==> config.mk <==
export PLATFORM = sky130hd
export DESIGN_NAME = homogenization_seq
export DESIGN_NICKNAME = d
export VERILOG_FILES = /design/src/rtl/ipmred_pkg.sv /design/src/rtl/homogenization_seq_gmul8.sv /design/src/rtl/homogenization_seq.sv
export SDC_FILE = /design/constraint.sdc
export NUM_CORES = 1
export LEC_CHECK = 0
export ABC_AREA = 0
export ABC_CLOCK_PERIOD_IN_PS = 2650
export CORE_AREA = 2 2 87 89
export DETAILED_ROUTE_END_ITERATION = 6
export DIE_AREA = 0 0 89 91
export PLACE_DENSITY_LB_ADDON = 0.12
export SYNTH_ARGS = -nofsm -noshare
export SYNTH_HDL_FRONTEND = slang
export SYNTH_SLANG_ARGS = --single-unit
==> constraint.sdc <==
create_clock -name clk -period 2.65 [get_ports clk]
set_input_delay 0.53 -clock clk [delete_from_list [all_inputs] [get_ports clk]]
set_output_delay 0.53 -clock clk [all_outputs]
set_load 0.005 [all_outputs]
==> src/rtl/ipmred_pkg.sv <==
// Shared IPM-RED types: GF(2^8) byte, homogenizer FSM states, xtime helper.
package ipmred_pkg;

  localparam int GF_W = 8;

  typedef logic [GF_W-1:0] gf_byte_t;

  typedef enum logic [1:0] {
    IDLE = 2'd0,
    ITER = 2'd1,
    DONE = 2'd2
  } homog_state_e;

  // Multiply by x modulo the AES polynomial 0x11B.
  function automatic gf_byte_t gf_xtime(input gf_byte_t x);
    return {x[6:0], 1'b0} ^ (x[7] ? 8'h1B : 8'h00);
  endfunction

endpackage

==> src/rtl/homogenization_seq_gmul8.sv <==
// Combinational GF(2^8) multiplier, AES polynomial 0x11B (Horner, MSB first).
module gmul8
  import ipmred_pkg::*;
(
  input  logic [7:0] x,
  input  logic [7:0] y,
  output logic [7:0] p
);

  gf_byte_t acc;

  always_comb begin
    acc = '0;
    for (int i = 7; i >= 0; i--) begin
      acc = gf_xtime(acc);
      if (y[i]) acc = acc ^ x;
    end
    p = acc;
  end

endmodule

==> src/rtl/homogenization_seq.sv <==
// Iterative IPM-RED share homogenizer: one shared gmul8, V-2 accumulation cycles.
// Optional HOMOG_BACK2BACK_EN lets DONE accept the next operand set on the drain edge.
module homogenization_seq
  import ipmred_pkg::*;
#(
  parameter int V = 3
) (
  input  logic             clk,
  input  logic             rst,
  input  logic             in_valid,
  output logic             in_ready,
  input  logic [V*8-1:0]   L2,
  input  logic [(V-1)*8-1:0] a,
  input  logic [(V-1)*8-1:0] b,
  output logic             out_valid,
  input  logic             out_ready,
  output logic [V*8-1:0]   c,
  output logic             busy,
  output logic [1:0]       state
);

  // Handshake: a transfer happens on a clk edge where valid && ready are both 1;
  // the producer holds its data stable and valid high until that edge.

  localparam int JW = (V > 2) ? $clog2(V) : 1;
  localparam logic [JW-1:0] J_FIRST = (V > 2) ? JW'(1) : '0;
  localparam logic [JW-1:0] J_LAST  = JW'(V - 2);

  homog_state_e state_r, state_n;

  logic [V*8-1:0]     l2_r;
  logic [(V-1)*8-1:0] a_r;
  logic [(V-1)*8-1:0] b_r;
  gf_byte_t           delta_r;
  logic [JW-1:0]      j_r;
  logic               load;
  gf_byte_t           mul_x, mul_y, mul_p;

  always_ff @(posedge clk) begin
    if (rst) state_r <= IDLE;
    else     state_r <= state_n;
  end

  always_comb begin
    state_n   = state_r;
    in_ready  = 1'b0;
    out_valid = 1'b0;
    case (state_r)
      IDLE: begin
        in_ready = 1'b1;
        if (in_valid) state_n = (V > 2) ? ITER : DONE;
      end
      ITER: begin
        if (j_r == J_LAST) state_n = DONE;
      end
      DONE: begin
        out_valid = 1'b1;
`ifdef HOMOG_BACK2BACK_EN
        in_ready  = out_ready;
`endif
        if (out_ready) state_n = (in_valid && in_ready) ? ((V > 2) ? ITER : DONE) : IDLE;
      end
      default: state_n = IDLE;
    endcase
  end

  assign load  = in_valid && in_ready;
  assign busy  = (state_r != IDLE);
  assign state = state_r;

  // Operand mux for the single multiplier: L2 byte j+1 times (a ^ b) byte j.
  always_comb begin
    mul_x = '0;
    mul_y = '0;
    for (int k = 1; k < V - 1; k++) begin
      if (j_r == k[JW-1:0]) begin
        mul_x = l2_r[8*(k+1) +: 8];
        mul_y = a_r[8*k +: 8] ^ b_r[8*k +: 8];
      end
    end
  end

  gmul8 u_gmul8 (
    .x(mul_x),
    .y(mul_y),
    .p(mul_p)
  );

  always_ff @(posedge clk) begin
    if (rst) begin
      l2_r    <= '0;
      a_r     <= '0;
      b_r     <= '0;
      delta_r <= '0;
      j_r     <= '0;
    end else if (load) begin
      l2_r    <= L2;
      a_r     <= a;
      b_r     <= b;
      delta_r <= b[7:0];
      j_r     <= J_FIRST;
    end else if (state_r == ITER) begin
      delta_r <= delta_r ^ mul_p;
      if (j_r != J_LAST) j_r <= j_r + 1'b1;
    end
  end

  // c is a pure function of the registers, so it holds while DONE waits.
  always_comb begin
    c       = '0;
    c[7:0]  = a_r[7:0];
    c[15:8] = delta_r;
    for (int k = 1; k < V - 1; k++) c[8*(k+1) +: 8] = a_r[8*k +: 8];
  end

  // L2 bytes 0/1 and b byte 0 never feed the multiplier.
  logic unused_bits;
  assign unused_bits = ^{l2_r[15:0], b_r[7:0]};

endmodule

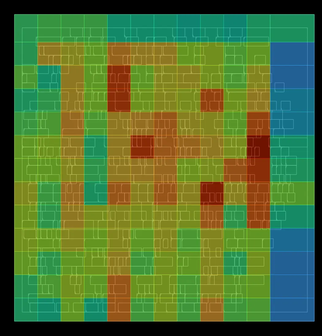
congestion_map.png
GR Util met3: 3.364%
All-Layer GR Usage: 20.35%
final cell utilization of the core: 59.87%
most congested layer reported by global routing: met2

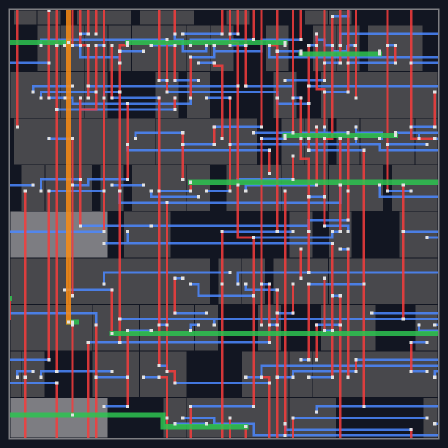
closeup.png
Window x 32 to 57, y 33 to 58 µm. Cells in gray, sequential cells in the stronger gray; small squares are vias.
Orange stands for M4. Green stands for M3. Blue stands for M1. Red stands for M2.
Sequential cells in the window: 2. Most frequent: nand2_1 (32), buf_4 (9), xnor2_1 (6). 61 logic cells have their middle in the window. Netlist names of flops here include `l2_r` (2).

==> results.ini <==
[die]
placeable_core_region_mm2=0.007137
die-area_mm2=0.008099
ioPinCount=89

[logic_synthesis]
ys_dominant_reg_cell=sky130_fd_sc_hd__dfxtp_1
synth_seq_share_pct=29.28
ys_cells=384
fraction_of_registers_with_async_set_or_reset_after_synthesis_pct=0
synthMuxAreaShare_pct=1.165
synth_cell_types=43

[worst_hold_path]
hold_path.startpoint=a_r[5]

[drt]
drtAntennaViolNets=0
drt_pass1_iterations=4
top_signal_layer_used=met4
route.final.wire_length_um=7938

[placed_design]
hpwl_um=5931
preCtsSetupSlack_ns=-0.1157
place.detailed.instances=568

[outcome]
run_status=finished clean

[power_and_ir_drop]
cellPowerDensity_mw_per_mm2=548.2

[clock_network]
clk_pin_slew_ns=0.09
setup_bufs_post_cts=2
cts_root_buffer=sky130_fd_sc_hd__clkbuf_8
clkLatencyLatePin_ns=0.30

[timing]
worst_slack_ns=0.07390
timing_max_transition_violations_final=0
hold_viol=0

[global_routing]
grt_start_max_net_pins=46
grt_pass1_vias=2792

[critical_path]
r2r_end=delta_r[3]
rr_worst_depth=10
critPathRequiredTime_ns=2.87
ff2ff_setup_slack_ns=0.07
critical_path.startpoint=a_r[12]

[cells_and_area]
finalNonFillerCells=578

==> worst max-delay path, stage by stage, from the launching register on <==
cell                       delay (ns)
sky130_fd_sc_hd__dfxtp_1         0.40
sky130_fd_sc_hd__xor2_2          0.19
sky130_fd_sc_hd__buf_4           0.15
sky130_fd_sc_hd__a211oi_1        0.06
sky130_fd_sc_hd__o21ai_1         0.28
sky130_fd_sc_hd__xnor3_1         0.41
sky130_fd_sc_hd__xor2_1          0.16
sky130_fd_sc_hd__buf_4           0.15
sky130_fd_sc_hd__xnor3_1         0.33
sky130_fd_sc_hd__xnor2_1         0.14
sky130_fd_sc_hd__a211oi_1        0.21
==> area by class of cell <==
| cell class | count | area (µm²) | area share, % |
|---|---|---|---|
| Clock buffer | 6 | 82.58 | 1.933 |
| Clock inverter | 2 | 13.76 | 0.3221 |
| Inverter | 4 | 15.01 | 0.3514 |
| Multi-Input combinational cell | 309 | 2100 | 49.14 |
| Sequential cell | 44 | 898.4 | 21.02 |
| Tap cell | 99 | 123.9 | 2.899 |
| Timing Repair Buffer | 114 | 1040 | 24.33 |
==> registers in the layout, indices dropped and copies added, names as in the netlist <==
signal,cells
a_r,16
l2_r,8
b_r,8
state,2
delta_r,8
j_r,2
==> power groups by stage <==
stage | sequential, mW | clock, mW | combinational [mW]
after detailed placement | 0.835 | 0 | 1.03
after floorplan | 0.819 | 0 | 0.617
final | 0.826 | 0.460 | 1.06
after global placement | 0.832 | 0 | 1.02
after global routing | 0.839 | 0.494 | 1.16
after CTS | 0.823 | 0.470 | 1.05
==> stage by stage <==
stage               setup TNS (ns)  area (µm²)
floorplan                        0        3029
global placement          -0.05702        4069
detailed placement         -0.2187        4069
CTS                              0        4202
global route              -0.01807        4273
finish                           0        4273
Power figures rest on the tool's default switching activity, not on a simulated workload.
